==> src/rtl/vx_wb_commit_arb_if.sv <==
// Bundle between the execute units and the writeback commit arbiter.
// Carries the per-unit result beats, their grants, the writeback bus and the perf counters.
interface vx_wb_commit_arb_if #(
    parameter int NUM_INPUTS    = 4,
    parameter int NUM_THREADS   = 4,
    parameter int XLEN          = 32,
    parameter int NW_BITS       = 2,
    parameter int NR_BITS       = 6,
    parameter int PERF_CTR_BITS = 44
);
    logic [NUM_INPUTS-1:0]                  in_valid;
    logic [NUM_INPUTS-1:0]                  in_ready;
    logic [NUM_INPUTS*NW_BITS-1:0]          in_wid;
    logic [NUM_INPUTS*NUM_THREADS-1:0]      in_tmask;
    logic [NUM_INPUTS*NR_BITS-1:0]          in_rd;
    logic [NUM_INPUTS*NUM_THREADS*XLEN-1:0] in_data;
    logic [NUM_INPUTS-1:0]                  in_eop;

    logic                                   wb_valid;
    logic [NW_BITS-1:0]                     wb_wid;
    logic [NUM_THREADS-1:0]                 wb_tmask;
    logic [NR_BITS-1:0]                     wb_rd;
    logic [NUM_THREADS*XLEN-1:0]            wb_data;
    logic                                   wb_eop;

    logic [PERF_CTR_BITS-1:0]               perf_commits;
    logic [PERF_CTR_BITS-1:0]               perf_stalls;

    modport master (
        output in_valid, in_wid, in_tmask, in_rd, in_data, in_eop,
        input  in_ready,
        input  wb_valid, wb_wid, wb_tmask, wb_rd, wb_data, wb_eop,
        input  perf_commits, perf_stalls
    );

    modport slave (
        input  in_valid, in_wid, in_tmask, in_rd, in_data, in_eop,
        output in_ready,
        output wb_valid, wb_wid, wb_tmask, wb_rd, wb_data, wb_eop,
        output perf_commits, perf_stalls
    );
endinterface

==> src/rtl/vx_wb_commit_arb.sv <==
// Round-robin writeback commit arbiter: one execute-unit beat per cycle onto the register-file
// writeback bus, locked to one unit for multi-beat results, with commit/stall counters.
module vx_wb_commit_arb #(
    parameter int NUM_INPUTS    = 4,
    parameter int NUM_THREADS   = 4,
    parameter int XLEN          = 32,
    parameter int NW_BITS       = 2,
    parameter int NR_BITS       = 6,
    parameter int PERF_CTR_BITS = 44
) (
    input  logic             clk,
    input  logic             reset,
    vx_wb_commit_arb_if.slave bus
);
    localparam int IDX_W = $clog2(NUM_INPUTS);
    localparam int DW    = NUM_THREADS * XLEN;

    logic [IDX_W-1:0]         rr_ptr_r;
    logic [IDX_W-1:0]         lock_idx_r;
    logic                     lock_r;

    logic                     wb_valid_r;
    logic [NW_BITS-1:0]       wb_wid_r;
    logic [NUM_THREADS-1:0]   wb_tmask_r;
    logic [NR_BITS-1:0]       wb_rd_r;
    logic [DW-1:0]            wb_data_r;
    logic                     wb_eop_r;
    logic [PERF_CTR_BITS-1:0] perf_commits_r;
    logic [PERF_CTR_BITS-1:0] perf_stalls_r;

    logic [NUM_INPUTS-1:0]    grant_s;
    logic [IDX_W-1:0]         grant_idx_s;
    logic                     grant_any_s;
    logic [IDX_W-1:0]         next_ptr_s;
    logic                     stall_s;

    // Grant selection: the lock owner only while locked, otherwise first valid from rr_ptr.
    always_comb begin : p_arb
        int idx_v;
        idx_v       = 0;
        grant_s     = '0;
        grant_idx_s = '0;
        grant_any_s = 1'b0;
        if (lock_r) begin
            grant_idx_s = lock_idx_r;
            grant_any_s = bus.in_valid[lock_idx_r];
        end else begin
            for (int k = 0; k < NUM_INPUTS; k++) begin
                idx_v = int'(rr_ptr_r) + k;
                idx_v = (idx_v >= NUM_INPUTS) ? (idx_v - NUM_INPUTS) : idx_v;
                if (!grant_any_s && bus.in_valid[IDX_W'(idx_v)]) begin
                    grant_any_s = 1'b1;
                    grant_idx_s = IDX_W'(idx_v);
                end else begin
                    grant_any_s = grant_any_s;
                end
            end
        end
        grant_s[grant_idx_s] = grant_any_s;
    end

    // Pointer successor of the granted unit and the stall condition for the perf counter.
    always_comb begin
        next_ptr_s = (int'(grant_idx_s) == NUM_INPUTS - 1) ? IDX_W'(0) : (grant_idx_s + IDX_W'(1));
        stall_s    = |(bus.in_valid & ~grant_s);
    end

    // Arbitration state, writeback register stage and performance counters.
    always_ff @(posedge clk or posedge reset) begin
        if (reset) begin
            rr_ptr_r       <= '0;
            lock_r         <= 1'b0;
            lock_idx_r     <= '0;
            wb_valid_r     <= 1'b0;
            wb_wid_r       <= '0;
            wb_tmask_r     <= '0;
            wb_rd_r        <= '0;
            wb_data_r      <= '0;
            wb_eop_r       <= 1'b0;
            perf_commits_r <= '0;
            perf_stalls_r  <= '0;
        end else begin
            wb_valid_r <= grant_any_s;
            if (grant_any_s) begin
                wb_wid_r   <= bus.in_wid[grant_idx_s*NW_BITS +: NW_BITS];
                wb_tmask_r <= bus.in_tmask[grant_idx_s*NUM_THREADS +: NUM_THREADS];
                wb_rd_r    <= bus.in_rd[grant_idx_s*NR_BITS +: NR_BITS];
                wb_data_r  <= bus.in_data[grant_idx_s*DW +: DW];
                wb_eop_r   <= bus.in_eop[grant_idx_s];
                if (bus.in_eop[grant_idx_s]) begin
                    lock_r         <= 1'b0;
                    rr_ptr_r       <= next_ptr_s;
                    perf_commits_r <= perf_commits_r + PERF_CTR_BITS'(1);
                end else begin
                    // Mid-instruction beat: pin the unit so its remaining beats stay contiguous.
                    lock_r     <= 1'b1;
                    lock_idx_r <= grant_idx_s;
                end
            end else begin
                wb_eop_r <= wb_eop_r;
            end
            if (stall_s) begin
                perf_stalls_r <= perf_stalls_r + PERF_CTR_BITS'(1);
            end else begin
                perf_stalls_r <= perf_stalls_r;
            end
        end
    end

    assign bus.in_ready     = grant_s;
    assign bus.wb_valid     = wb_valid_r;
    assign bus.wb_wid       = wb_wid_r;
    assign bus.wb_tmask     = wb_tmask_r;
    assign bus.wb_rd        = wb_rd_r;
    assign bus.wb_data      = wb_data_r;
    assign bus.wb_eop       = wb_eop_r;
    assign bus.perf_commits = perf_commits_r;
    assign bus.perf_stalls  = perf_stalls_r;
endmodule
==> src/flat_wrapper.sv <==
// flat-port wrapper written by rule: the top's interface ports become plain ports
module vx_wb_commit_arb_flat 
#(
    parameter int NUM_INPUTS    = 4,
    parameter int NUM_THREADS   = 4,
    parameter int XLEN          = 32,
    parameter int NW_BITS       = 2,
    parameter int NR_BITS       = 6,
    parameter int PERF_CTR_BITS = 44
)
  (clk, reset, bus_in_valid, bus_in_wid, bus_in_tmask, bus_in_rd, bus_in_data, bus_in_eop, bus_in_ready, bus_wb_valid, bus_wb_wid, bus_wb_tmask, bus_wb_rd, bus_wb_data, bus_wb_eop, bus_perf_commits, bus_perf_stalls);
  vx_wb_commit_arb_if #(.NUM_INPUTS(NUM_INPUTS), .NUM_THREADS(NUM_THREADS), .XLEN(XLEN), .NW_BITS(NW_BITS), .NR_BITS(NR_BITS), .PERF_CTR_BITS(PERF_CTR_BITS)) bus_i ();
  input  logic clk;
  input  logic reset;
  input wire logic [$bits(bus_i.in_valid)-1:0] bus_in_valid;
  input wire logic [$bits(bus_i.in_wid)-1:0] bus_in_wid;
  input wire logic [$bits(bus_i.in_tmask)-1:0] bus_in_tmask;
  input wire logic [$bits(bus_i.in_rd)-1:0] bus_in_rd;
  input wire logic [$bits(bus_i.in_data)-1:0] bus_in_data;
  input wire logic [$bits(bus_i.in_eop)-1:0] bus_in_eop;
  output wire logic [$bits(bus_i.in_ready)-1:0] bus_in_ready;
  output wire logic [$bits(bus_i.wb_valid)-1:0] bus_wb_valid;
  output wire logic [$bits(bus_i.wb_wid)-1:0] bus_wb_wid;
  output wire logic [$bits(bus_i.wb_tmask)-1:0] bus_wb_tmask;
  output wire logic [$bits(bus_i.wb_rd)-1:0] bus_wb_rd;
  output wire logic [$bits(bus_i.wb_data)-1:0] bus_wb_data;
  output wire logic [$bits(bus_i.wb_eop)-1:0] bus_wb_eop;
  output wire logic [$bits(bus_i.perf_commits)-1:0] bus_perf_commits;
  output wire logic [$bits(bus_i.perf_stalls)-1:0] bus_perf_stalls;
  assign bus_i.in_valid = bus_in_valid;
  assign bus_i.in_wid = bus_in_wid;
  assign bus_i.in_tmask = bus_in_tmask;
  assign bus_i.in_rd = bus_in_rd;
  assign bus_i.in_data = bus_in_data;
  assign bus_i.in_eop = bus_in_eop;
  assign bus_in_ready = bus_i.in_ready;
  assign bus_wb_valid = bus_i.wb_valid;
  assign bus_wb_wid = bus_i.wb_wid;
  assign bus_wb_tmask = bus_i.wb_tmask;
  assign bus_wb_rd = bus_i.wb_rd;
  assign bus_wb_data = bus_i.wb_data;
  assign bus_wb_eop = bus_i.wb_eop;
  assign bus_perf_commits = bus_i.perf_commits;
  assign bus_perf_stalls = bus_i.perf_stalls;
  vx_wb_commit_arb #(.NUM_INPUTS(NUM_INPUTS), .NUM_THREADS(NUM_THREADS), .XLEN(XLEN), .NW_BITS(NW_BITS), .NR_BITS(NR_BITS), .PERF_CTR_BITS(PERF_CTR_BITS)) u_core (.clk(clk), .reset(reset), .bus(bus_i));
endmodule
==> config.mk <==
export PLATFORM = sky130hd
export DESIGN_NAME = vx_wb_commit_arb_flat
export DESIGN_NICKNAME = d
export VERILOG_FILES = /design/src/rtl/vx_wb_commit_arb_if.sv /design/src/rtl/vx_wb_commit_arb.sv /design/src/flat_wrapper.sv
export SDC_FILE = /design/constraint.sdc
export NUM_CORES = 1
export LEC_CHECK = 0
export CAP_MARGIN = 10
export CORE_AREA = 2 2 312 314
export CTS_BUF_LIST = sky130_fd_sc_hd__clkbuf_4
export DETAILED_ROUTE_END_ITERATION = 7
export DIE_AREA = 0 0 314 316
export MAX_ROUTING_LAYER = met4
export PLACE_DENSITY_LB_ADDON = 0.25
export SETUP_SLACK_MARGIN = 0.1
export SLEW_MARGIN = 20
export SYNTH_ARGS = -nofsm -noshare
export SYNTH_HDL_FRONTEND = slang
export SYNTH_SLANG_ARGS = --single-unit
==> constraint.sdc <==
create_clock -name clk -period 9.8 [get_ports clk]
set_input_delay 1.96 -clock clk [delete_from_list [all_inputs] [get_ports clk]]
set_output_delay 1.96 -clock clk [all_outputs]
set_load 0.01 [all_outputs]
Figure 1. Routing congestion.
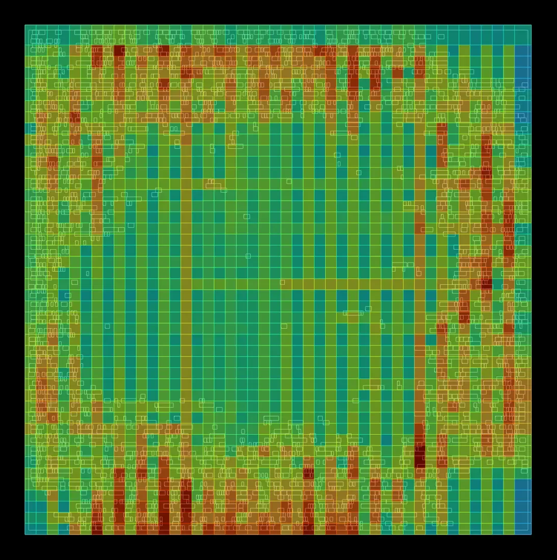
met1 Resource Use GR: 16.29%
met3 capacity usage during global routing: 3.726%

Figure 2. Port wiring.
Scale: 1.5 px per um.
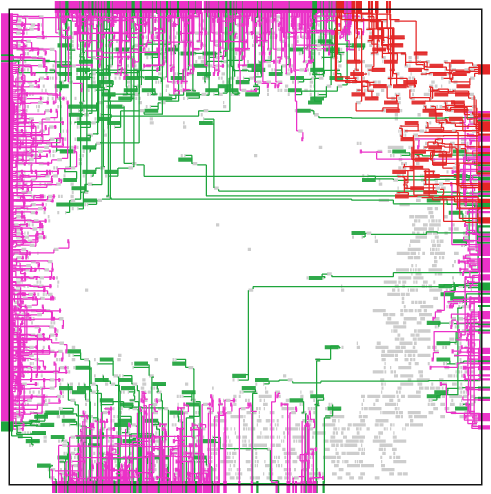
- magenta: bus_in_data (bits 512; direction input; edge 198 west, 150 north, 100 south, 64 east; end cells 512; wire 14700 um)
- red: bus_perf_stalls (bits 44; direction output; edge 27 east, 17 north; end cells 44; wire 2900 um)
- green: bus_wb_data (bits 128; direction output; edge 58 north, 38 south, 25 east, 7 west; end cells 128; wire 9450 um)
input/output buffers: 803
Ports: 804

Figure 3. M2 wires.
Scale: 1 px per um.
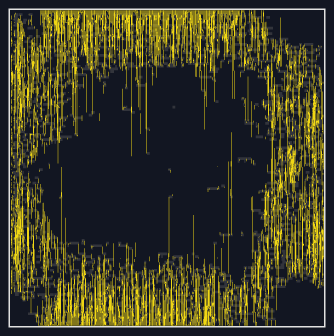
- longest straight run: 112 um
- nets with wire on the layer: 2494
- share of all routed wire: 49%
- main direction: vertical
GR Util met2: 23.35%
Via Count: 15940
total wire length after detailed routing: 71490 um

## cell usage after synthesis, drive strengths merged (2+ instances only)
library cell and count:
a211oi 2, a21oi 6, and2 11, and3 19, and4 6, buf 32, clkbuf 108, clkinv 2
dfrtp 235, ha 3, inv 8, mux2 4, mux2i 2, nand2 882, nand2b 4, nand3 172
nand4 28, nor2 18, nor3 17, nor3b 5, nor4 6, nor4b 4, o21ai 282, xnor2 48
xor2 38
## sequential cells by signal, indices dropped and copies added (netlist names)
signal                   flops
u_core.bus.perf_commits     44
u_core.bus.perf_stalls      44
u_core.bus.wb_data         128
u_core.bus.wb_eop            1
u_core.bus.wb_rd             6
u_core.bus.wb_tmask          4
u_core.bus.wb_valid          1
u_core.bus.wb_wid            2
u_core.lock_idx_r            2
u_core.lock_r                1
u_core.rr_ptr_r              2
## placed cells by master, fill, tap and decap left out, types with 2 or more instances in the layout
cell,Yosys,layout
a21oi_1,6,6
and2_1,11,11
and3_1,19,19
and4_1,6,6
buf_12,0,3
buf_4,1,15
bufinv_16,0,2
clkbuf_4,0,106
clkdlybuf4s50_1,0,803
clkinv_1,2,14
clkinv_2,0,2
dfrtp_1,235,235
diode_2,0,5
ha_1,3,3
inv_1,7,6
inv_2,1,3
inv_8,0,2
mux2_2,4,4
nand2_1,882,882
nand2b_1,4,4
nand3_1,172,172
nand4_1,28,28
nor2_1,18,18
nor3_1,17,17
nor3b_1,5,5
nor4_1,4,3
nor4_4,2,2
nor4b_1,2,2
nor4b_2,2,2
o21ai_0,282,282
xnor2_1,48,48
xor2_1,38,38
## critical path, cell delays in order
cell	delay, ns
clkdlybuf4s50_1	0.51
or4_4	0.61
o211ai_2	0.10
o31a_2	0.23
buf_4	0.41
nand3_1	0.27
inv_1	0.19
clkdlybuf4s50_1	0.57
## worst max path at each step
stage | start | end
after floorplan | reset | u_core.bus.perf_commits[0]
after global placement | bus_in_valid[3] | bus_in_ready[0]
after detailed placement | bus_in_valid[2] | bus_in_ready[0]
after CTS | bus_in_valid[2] | bus_in_ready[0]
after global routing | bus_in_valid[3] | bus_in_ready[0]
final | bus_in_valid[2] | bus_in_ready[0]
## routing by layer
metal	vias up	track usage (%)	wire, um
met4	0	5.589	2178
met3	122	3.726	4705
li1	8023	-	-
met2	580	23.35	34780
met5	-	-	0
met1	7217	16.29	29830
## power by group through the flow
stage	clock network, mW	registers (mW)	logic, mW
floorplan	0	1.71	2.02
global placement	0	1.58	4.14
detailed placement	0	1.59	4.16
CTS	1.12	1.58	4.16
global route	1.17	1.62	4.53
finish	1.05	1.57	4.04
## stage by stage
| step | cells | util (%) |
|---|---|---|
| global route | 4051 | 25.19 |
| global placement | 3919 | 24.18 |
| CTS | 4047 | 25.17 |
| floorplan | 1962 | - |
| finish | 4052 | 25.20 |
| detailed placement | 3919 | 24.18 |
## kinds of logic after synthesis
logic type | after synthesis | share of synthesized area, %
fa+ha+maj | 3 | 0.2699
xor+xnor | 86 | 5.416
simple gates | 1177 | 35.68
compound gates | 304 | 11.43
buf+inv | 150 | 4.210
mux | 7 | 0.7196
flops | 235 | 42.28
==> run summary <==
impl run done, here's what came out: result of the run completed, post-cts gate resize count 0, CORE AREA around 96000 um^2, clock-cell share of area approximately 3.9%, ANT nets after route 0, Non-clock buffers approximately 800, setup-violating endpoint count in the final report 0, post-synthesis cell count from yosys slightly below 2000, worst-case headroom to the max-slew limit 36.02%, number of violations reported at the end of detailed-routing iteration 0 792, area of the multi-input gates around 7500 um^2, worst flop-to-flop path endpoint u_core.bus.perf_commits[39], overflow left after global routing 0, count of synthesis-stage warnings from yosys 0, global-route wire length before repair a little over 100000 um, most instantiated flip-flop cell in the synthesis netlist dfrtp_1, top cell class by occupied area non-clock buffers, total count of max-transition violations in the final report 0, fraction of final layout cells with drive strength greater than 1 approximately 5.6%, worst setup slack for register-to-register paths ~5.9 ns, number of OpenROAD warnings 39, count of clock tree sinks ~240, proportion of total power due to net switching around 48%, Data arrival, critical path roughly 4.9 ns, yosys stat chip area 13910 um^2, Fin Setup TNS 0 ns, share of total power in the clock network between 10% and 20%, Residual DRC 0, CTS Root Buffer Type clkbuf_4, Die Y around 320 um, gate count after technology mapping 1962, clock-pin slew on the worst setup and hold paths approximately 0.05 ns, number of antenna violations at the first check in global routing 9, number of nets produced by synthesis roughly 2500, count of clock-net buffers in the final layout roughly 110, number of sequential storage elements around 240, beginning of the worst register-to-register path u_core.rr_ptr_r[1], mean area per synthesized cell just over 7 um^2
Power is estimated from default activity; no workload was simulated.
